==> config.mk <==
export PLATFORM = sky130hd
export DESIGN_NAME = instruction_encoder_loader
export DESIGN_NICKNAME = d
export VERILOG_FILES = /design/src/rtl/instruction_encoder_loader.sv
export SDC_FILE = /design/constraint.sdc
export NUM_CORES = 1
export LEC_CHECK = 0
export CAP_MARGIN = 10
export CORE_MARGIN = 3
export CORE_UTILIZATION = 55
export DETAILED_ROUTE_END_ITERATION = 12
export PLACE_DENSITY = 0.82
export SETUP_SLACK_MARGIN = 0.3
export SYNTH_ARGS = -nofsm -noshare
export SYNTH_HDL_FRONTEND = slang
export SYNTH_SLANG_ARGS = --single-unit
==> constraint.sdc <==
create_clock -name clk -period 7.9 [get_ports clk]
set_input_delay 1.975 -clock clk [delete_from_list [all_inputs] [get_ports clk]]
set_output_delay 1.975 -clock clk [all_outputs]
set_load 0.05 [all_outputs]
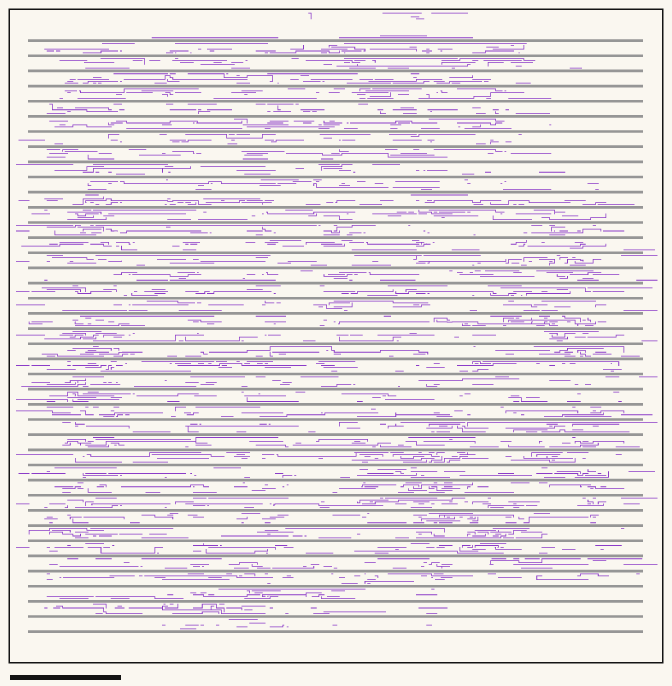
m1.png
The bar under the picture is 20 um long. Supply wires on this layer in gray.
longest straight run: 39.6 um
main direction: horizontal
nets with wire on the layer: 573
wire length on this layer: 5830 um
met1 GRT Util: 0.276
wire length after detailed routing: 14700 um
overall via count from detail_route: 4195

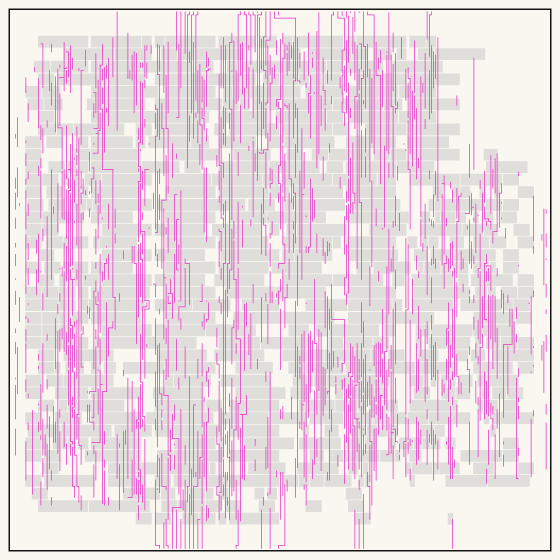
m2.png
Cells faint in the background.
nets with wire on the layer: 575
wire length on this layer: 7710 um
main direction: vertical
share of all routed wire: 52%
longest straight run: 59.8 um
met2 routing resource usage after global routing: 0.389

==> flow_metrics.py <==
# Generated from Yosys and OpenROAD reports
metrics = {
    "final_layout": {
        "relative_area_of_non_clock_buffer_cells_in_the_final_design": 0.151,
        "area.combinational_mm2": 0.00228,
        "inverters_excl_clock": 7,
        "nNetsFinal": 643,
        "sequential_standard_cell_area_mm2": 0.00438,
        "layout.cells.non_filler": 710,
        "antenna_cells": 0,
        "final_area_mm2": 0.00877,
        "final_common_cell": "sky130_fd_sc_hd__clkdlybuf4s50_1",
        "clock_area_frac": 0.0667,
    },
    "grt": {
        "first_global_vias": 4507,
        "grt_max_degree": 38,
        "met3_usage": 0.0730,
        "busiest_layer": "met2",
    },
    "synthesis": {
        "aoi_share": 0.0380,
        "synth_top_cell_by_area": "sky130_fd_sc_hd__edfxtp_1",
        "synthesis.area_per_instance_um2": 15.8,
        "yosys.area_share.xor_xnor": 0.0397,
        "ys_sh_mux": 0.148,
        "synthTopCellsByCount": "124 x sky130_fd_sc_hd__edfxtp_1, 34 x sky130_fd_sc_hd__and3_1, 31 x sky130_fd_sc_hd__mux4_2",
    },
    "status": {
        "run_status": "complete, no violations",
    },
    "power": {
        "pg_clk_uw": 796,
        "power.sequential.total_mw": 1.05,
        "fin_total_pwr_mw": 3.60,
        "clkPwrFrac": 0.221,
    },
    "timing": {
        "setup-violations-final": 0,
        "max_slew_headroom_at_the_worst_pin": 0.222,
        "worst_slack_on_hold_paths_ns": 0.501,
    },
    "worst_setup_path": {
        "worstPathCellList": "xnor2_2 > nand3_1 > and3_1 > clkdlybuf4s50_1",
        "ff2ff_path_depth": 7,
        "path_delay_family": "simple AND/OR/NAND/NOR gates",
    },
    "floorplanning": {
        "floorplan.core_area_mm2": 0.0117,
        "die_width_um": 117,
        "die_y_um": 117,
        "nWellTaps": 143,
    },
    "route": {
        "routed-wl-met2_um": 7710,
        "dr.first_iter.drc_count": 289,
        "wl_met3_um": 900,
        "top_layer_used": "met4",
        "drt-met1-wl_um": 5830,
    },
    "place": {
        "routabilityCongestion": 0.829,
        "io_buffers": 128,
    },
    "cts": {
        "htree_num_levels": 4,
        "cts_made_buffers": 17,
    },
}
Power and IR drop assume default switching activity.
